## config.mk

```make
export PLATFORM = sky130hd
export DESIGN_NAME = dmem_arbiter
export DESIGN_NICKNAME = d
export VERILOG_FILES = /design/src/rtl/dmem_pkg.sv /design/src/rtl/dmem_rr_pick.sv /design/src/rtl/dmem_arbiter.sv
export SDC_FILE = /design/constraint.sdc
export NUM_CORES = 1
export LEC_CHECK = 0
export ABC_AREA = 1
export CAP_MARGIN = 20
export CORE_MARGIN = 3
export CORE_UTILIZATION = 35
export DETAILED_ROUTE_END_ITERATION = 12
export PLACE_DENSITY = 0.82
export REMOVE_ABC_BUFFERS = 1
export SYNTH_ARGS = -nofsm -noshare
export SYNTH_HDL_FRONTEND = slang
export SYNTH_SLANG_ARGS = --single-unit
```

## constraint.sdc

```tcl
create_clock -name clock -period 2.1 [get_ports clock]
set_clock_uncertainty 0.1 [all_clocks]
set_input_delay 0.21 -clock clock [delete_from_list [all_inputs] [get_ports clock]]
set_output_delay 0.21 -clock clock [all_outputs]
set_load 0.01 [all_outputs]
```

## src/rtl/dmem_pkg.sv

```systemverilog
// Shared widths, FSM encoding and port identifiers for the data-memory arbiter.
// Both the arbiter and its round-robin picker import this package.
package dmem_pkg;

  localparam int DW    = 32;
  localparam int AW    = 32;
  localparam int DEPTH = 64;

  typedef enum logic {
    IDLE    = 1'b0,
    RD_WAIT = 1'b1
  } state_e;

  typedef logic port_t;

  localparam port_t PORT_A = 1'b0;
  localparam port_t PORT_B = 1'b1;

endpackage

```

## src/rtl/dmem_rr_pick.sv

```systemverilog
// Two-way round-robin select: a lone requester wins outright.
// On a tie, the port that was not granted last time wins.
module dmem_rr_pick
  import dmem_pkg::*;
(
  input  logic [1:0] req,
  input  port_t      last_gnt,
  output logic       gnt_valid,
  output port_t      gnt_port
);

  always_comb begin
    gnt_valid = |req;
    if (&req) begin
      gnt_port = ~last_gnt;
    end else begin
      gnt_port = req[1] ? PORT_B : PORT_A;
    end
  end

endmodule

```

## src/rtl/dmem_arbiter.sv

```systemverilog
// Arbiter/sequencer in front of a single-port registered-read data memory.
// Port A is the CPU load/store stage, port B the debug/loader port.
module dmem_arbiter
  import dmem_pkg::*;
#(
  parameter int DW    = dmem_pkg::DW,
  parameter int AW    = dmem_pkg::AW,
  parameter int DEPTH = dmem_pkg::DEPTH
) (
  input  logic          clock,
  input  logic          reset_n,

  input  logic          a_req,
  input  logic          a_we,
  input  logic [AW-1:0] a_addr,
  input  logic [DW-1:0] a_wdata,
  output logic          a_gnt,
  output logic          a_rvalid,
  output logic [DW-1:0] a_rdata,
  output logic          a_err,

  input  logic          b_req,
  input  logic          b_we,
  input  logic [AW-1:0] b_addr,
  input  logic [DW-1:0] b_wdata,
  output logic          b_gnt,
  output logic          b_rvalid,
  output logic [DW-1:0] b_rdata,
  output logic          b_err,

  output logic [AW-1:0] mem_address,
  output logic          mem_write,
  output logic          mem_read,
  output logic [DW-1:0] mem_wdata,
  input  logic [DW-1:0] mem_rdata,

  output logic          busy
);

  localparam logic [AW-1:0] DEPTH_LIM = AW'(DEPTH);

  state_e        state_q, state_d;
  port_t         last_gnt_q, last_gnt_d;
  port_t         owner_q, owner_d;
  logic [AW-1:0] rd_addr_q, rd_addr_d;
  logic [DW-1:0] a_rdata_q, a_rdata_d;
  logic [DW-1:0] b_rdata_q, b_rdata_d;

  logic          pick_valid;
  port_t         pick_port;
  logic          sel_we;
  logic [AW-1:0] sel_addr;
  logic [DW-1:0] sel_wdata;

  dmem_rr_pick u_pick (
    .req       ({b_req, a_req}),
    .last_gnt  (last_gnt_q),
    .gnt_valid (pick_valid),
    .gnt_port  (pick_port)
  );

  assign sel_we    = (pick_port == PORT_B) ? b_we    : a_we;
  assign sel_addr  = (pick_port == PORT_B) ? b_addr  : a_addr;
  assign sel_wdata = (pick_port == PORT_B) ? b_wdata : a_wdata;

  // NOTE: every output and *_d gets a default before any branch, so no path can infer a latch.
  always_comb begin
    state_d     = state_q;
    last_gnt_d  = last_gnt_q;
    owner_d     = owner_q;
    rd_addr_d   = rd_addr_q;
    a_rdata_d   = a_rdata_q;
    b_rdata_d   = b_rdata_q;
    mem_read    = 1'b1;
    mem_write   = 1'b0;
    mem_address = '0;
    mem_wdata   = '0;
    a_gnt       = 1'b0;
    b_gnt       = 1'b0;
    a_err       = 1'b0;
    b_err       = 1'b0;
    a_rvalid    = 1'b0;
    b_rvalid    = 1'b0;

    // While reset is asserted the defaults hold: dummy read of word 0, no strobes.
    if (reset_n) begin
      case (state_q)
        IDLE: begin
          if (pick_valid) begin
            last_gnt_d = pick_port;
            if (pick_port == PORT_A) a_gnt = 1'b1;
            else                     b_gnt = 1'b1;

            if (sel_addr >= DEPTH_LIM) begin
              if (pick_port == PORT_A) a_err = 1'b1;
              else                     b_err = 1'b1;
            end else if (sel_we) begin
              mem_write   = 1'b1;
              mem_read    = 1'b0;
              mem_address = sel_addr;
              mem_wdata   = sel_wdata;
            end else begin
              mem_address = sel_addr;
              rd_addr_d   = sel_addr;
              owner_d     = pick_port;
              state_d     = RD_WAIT;
            end
          end
        end

        RD_WAIT: begin
          // Keep the read address stable so the word under the strobe is not disturbed.
          mem_address = rd_addr_q;
          if (owner_q == PORT_A) begin
            a_rvalid  = 1'b1;
            a_rdata_d = mem_rdata;
          end else begin
            b_rvalid  = 1'b1;
            b_rdata_d = mem_rdata;
          end
          state_d = IDLE;
        end
      endcase
    end
  end

  // NOTE: sequential state is updated only with non-blocking assignments to avoid race ordering.
  always_ff @(posedge clock) begin
    if (!reset_n) begin
      state_q    <= IDLE;
      last_gnt_q <= PORT_B;
      owner_q    <= PORT_A;
      rd_addr_q  <= '0;
      a_rdata_q  <= '0;
      b_rdata_q  <= '0;
    end else begin
      state_q    <= state_d;
      last_gnt_q <= last_gnt_d;
      owner_q    <= owner_d;
      rd_addr_q  <= rd_addr_d;
      a_rdata_q  <= a_rdata_d;
      b_rdata_q  <= b_rdata_d;
    end
  end

  // Read data is forwarded in the rvalid cycle and held afterwards.
  assign a_rdata = a_rvalid ? mem_rdata : a_rdata_q;
  assign b_rdata = b_rvalid ? mem_rdata : b_rdata_q;
  assign busy    = (state_q == RD_WAIT);

endmodule
```

Fig. 1: signal wires on met1
Scale bar: 50 µm. Cells faint in the background.
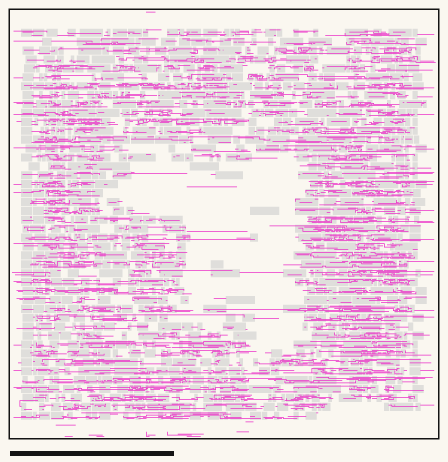
nets with wire on the layer = 1,226
share of all routed wire = 38%
wire length on this layer = 8,610 µm
main direction = horizontal
longest straight run = 44.2 µm
via count: 6,911
Post-Route WL: 22,400 µm
GR Util met1: 28.1%

Fig. 2: the metal 2 layer
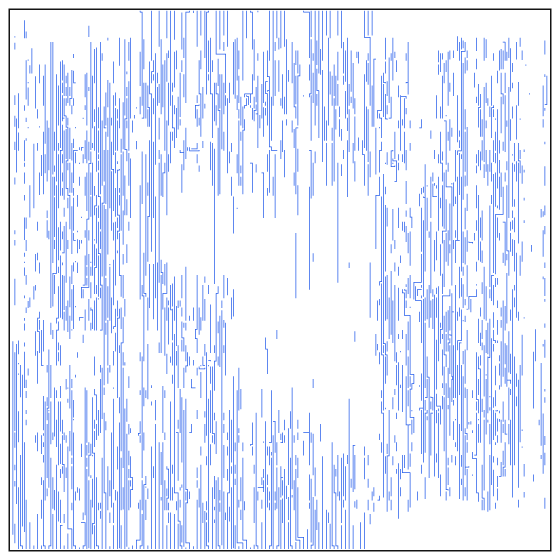
wire length on this layer = 11,400 µm
share of all routed wire = 51%
nets with wire on the layer = 1,156
main direction = vertical
grt met2 use: 44.3%

==> impl_metrics.py <==
# Metrics from the implementation run
metrics = {
    "setup_path": {
        "crit_path_end": "mem_address[2]",
        "cp_max_fo": 5,
        "endpoint_kind": "output pin",
        "r2r_start": "last_gnt_q",
        "cp_data_required_time_ns": 1.79,
        "reg2reg_slack_ns": 0.02,
        "rr_endpoint": "rd_addr_q[4]",
        "startpoint_type": "register",
        "crit_start": "last_gnt_q",
        "arrival_ns": 2.31,
        "crit_type": "reg -> out",
    },
    "logic_synthesis": {
        "adder_share_pct": 0,
        "synth_cell_types": 28,
        "ys_sh_simple_pct": 26.7,
        "syn_inst": 808,
        "yosysCellCount": 808,
        "yosys_register_bits": 99,
        "synth.avg_cell_area_um2": 6.74,
        "yosys_area_mm2": 0.00544,
        "netlist_area_mm2": 0.00544,
        "yosys_warnings": 0,
        "synthAoiAreaFrac_pct": 23.4,
        "top_logic_kind": "simple AND/OR/NAND/NOR gates",
        "muxShareOfSynthArea_pct": 0,
    },
    "die": {
        "die_y_um": 131,
        "pin_count": 303,
        "core_area_mm2": 0.0149,
        "die_area_mm2": 0.0171,
        "die_w_um": 131,
        "rows": 44,
    },
    "routing": {
        "highest_layer": "met5",
        "wl_met3_um": 1820,
        "met1Wirelength_um": 8610,
        "viasPerCell": 4.98,
        "dr_wl_met2_um": 11400,
        "first_pass_iters": 6,
        "drc": 0,
        "ant_nets": 0,
        "wl_per_cell_um": 16.1,
    },
    "run_status": {
        "status": "finished with violations",
        "violations": "setup timing",
    },
    "timing": {
        "worstMarginPinSlew_ns": 0.611,
        "slew_headroom_pct": 59.3,
        "setup_slack_ns": -0.518,
        "setup_viol": 45,
        "hold_violations": 0,
        "holdWs_ns": 0.339,
        "min_period_ns": 2.62,
        "report.final.slew_viol_count": 0,
        "finalClockPeriodUsage_pct": 125,
        "clock.fmax_ghz": 0.382,
    },
    "clock_tree": {
        "cts-root-buf": "clkbuf_16",
        "htree_levels": 3,
        "clock_path_buffers": 2,
        "cts_hold_buf": 0,
    },
    "min_path": {
        "worstHoldStart": "rd_addr_q[18]",
        "hold_class": "reg -> reg",
        "worstHoldPathCells": 2,
        "hold_end": "rd_addr_q[18]",
    },
    "final_layout": {
        "layout.nets": 1365,
        "layout_top_cells": "nand2_1 (223), clkdlybuf4s50_1 (177), inv_1 (111), dfxtp_1 (96), buf_4 (90)",
        "area_growth_pct": 84.9,
        "layout-drive-gt1-share_pct": 29.8,
        "top_regs": "a_rdata_q x32, b_rdata_q x32, rd_addr_q x32",
        "lay_top_count": "nand2_1",
    },
    "grt": {
        "track_usage_pct": 24.3,
        "grt_pass1_vias": 6623,
        "antenna_found_initial": 2,
        "grt.busiest_layer": "met2",
        "grt_max_degree": 52,
    },
    "power": {
        "power.total_w": 0.00440,
        "vdd_drop_max_uv": 334,
        "p_per_area_mw_per_mm2": 437,
        "p_leak_nw": 4.61,
    },
    "place": {
        "portBuffers": 302,
        "gp_congestion": 0.944,
        "placed_area_mm2": 0.00929,
    },
    "flow_run": {
        "warning_count": 27,
        "cap_violations": 0,
    },
}
Fig. 3: met3 routing
Scale bar: 50 µm.
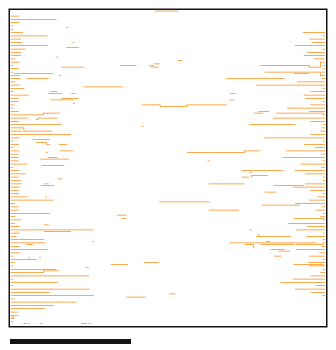
nets with wire on the layer = 224
share of all routed wire = 8.2%
wire length on this layer = 1,820 µm
longest straight run = 35.9 µm
main direction = horizontal
routing usage on met3: 6.54%

## stage by stage
stage,setup slack [ns],setup TNS [ns],cells,utilization (%)
global placement,-0.907,-76.97,1339,62.5
finish,-0.518,-19.30,1388,67.7
global route,-0.618,-25.98,1388,67.7
detailed placement,-0.951,-77.66,1339,62.5
floorplan,-2.81,-278.56,749,-
CTS,-0.500,-18.73,1383,66.6
## timing repair
item,CTS,global route
setup buffers,20,5
gates cloned,9,5
resized,341,259
endpoints found under the setup margin,143,152
pin swaps,10,29
## critical path, stage by stage, from the launching register on
cell and delay, ns:
dfxtp_4 0.39, nand2_8 0.09, buf_8 0.16, nand2_8 0.09, nand2_4 0.05, nand2_2 0.05
nand2_1 0.05, nor2_2 0.13, nand2_2 0.11, nor2_8 0.12, and2_4 0.19, buf_6 0.12
buf_6 0.11, nand2_4 0.04, a21oi_2 0.12, buf_4 0.14
## cells in the mapped netlist, drive strengths merged
| library cell | instances | area [µm²] |
|---|---|---|
| nand2 | 249 | 971 |
| inv | 115 | 432 |
| o31ai | 64 | 480 |
| clkbuf | 43 | 161 |
| o21ai | 72 | 364 |
| nor2 | 36 | 175 |
| nor3 | 19 | 95.1 |
| and2 | 1 | 8.76 |
| a21oi | 65 | 430 |
| nand3 | 5 | 30.0 |
| nand3b | 17 | 128 |
| nand4 | 7 | 43.8 |
| dfxtp | 99 | 1980 |
| buf | 16 | 143 |
## cell type report
class | count | area (µm²)
fillers | 1202 | 4800
repair buffers | 433 | 3960
multi-input cells | 541 | 3130
flip-flops and latches | 99 | 1990
inverters | 115 | 444
clock buffers | 10 | 239
well taps | 184 | 230
clock inverters | 6 | 71.3
## power by group
group / switching (W) / total, W / internal (W)
clock network: 0.000741 / 0.00171 / 0.000972
logic: 0.000359 / 0.000808 / 0.000449
registers: 0.00000331 / 0.00188 / 0.00188
Power figures rest on the tool's default switching activity, not on a simulated workload.
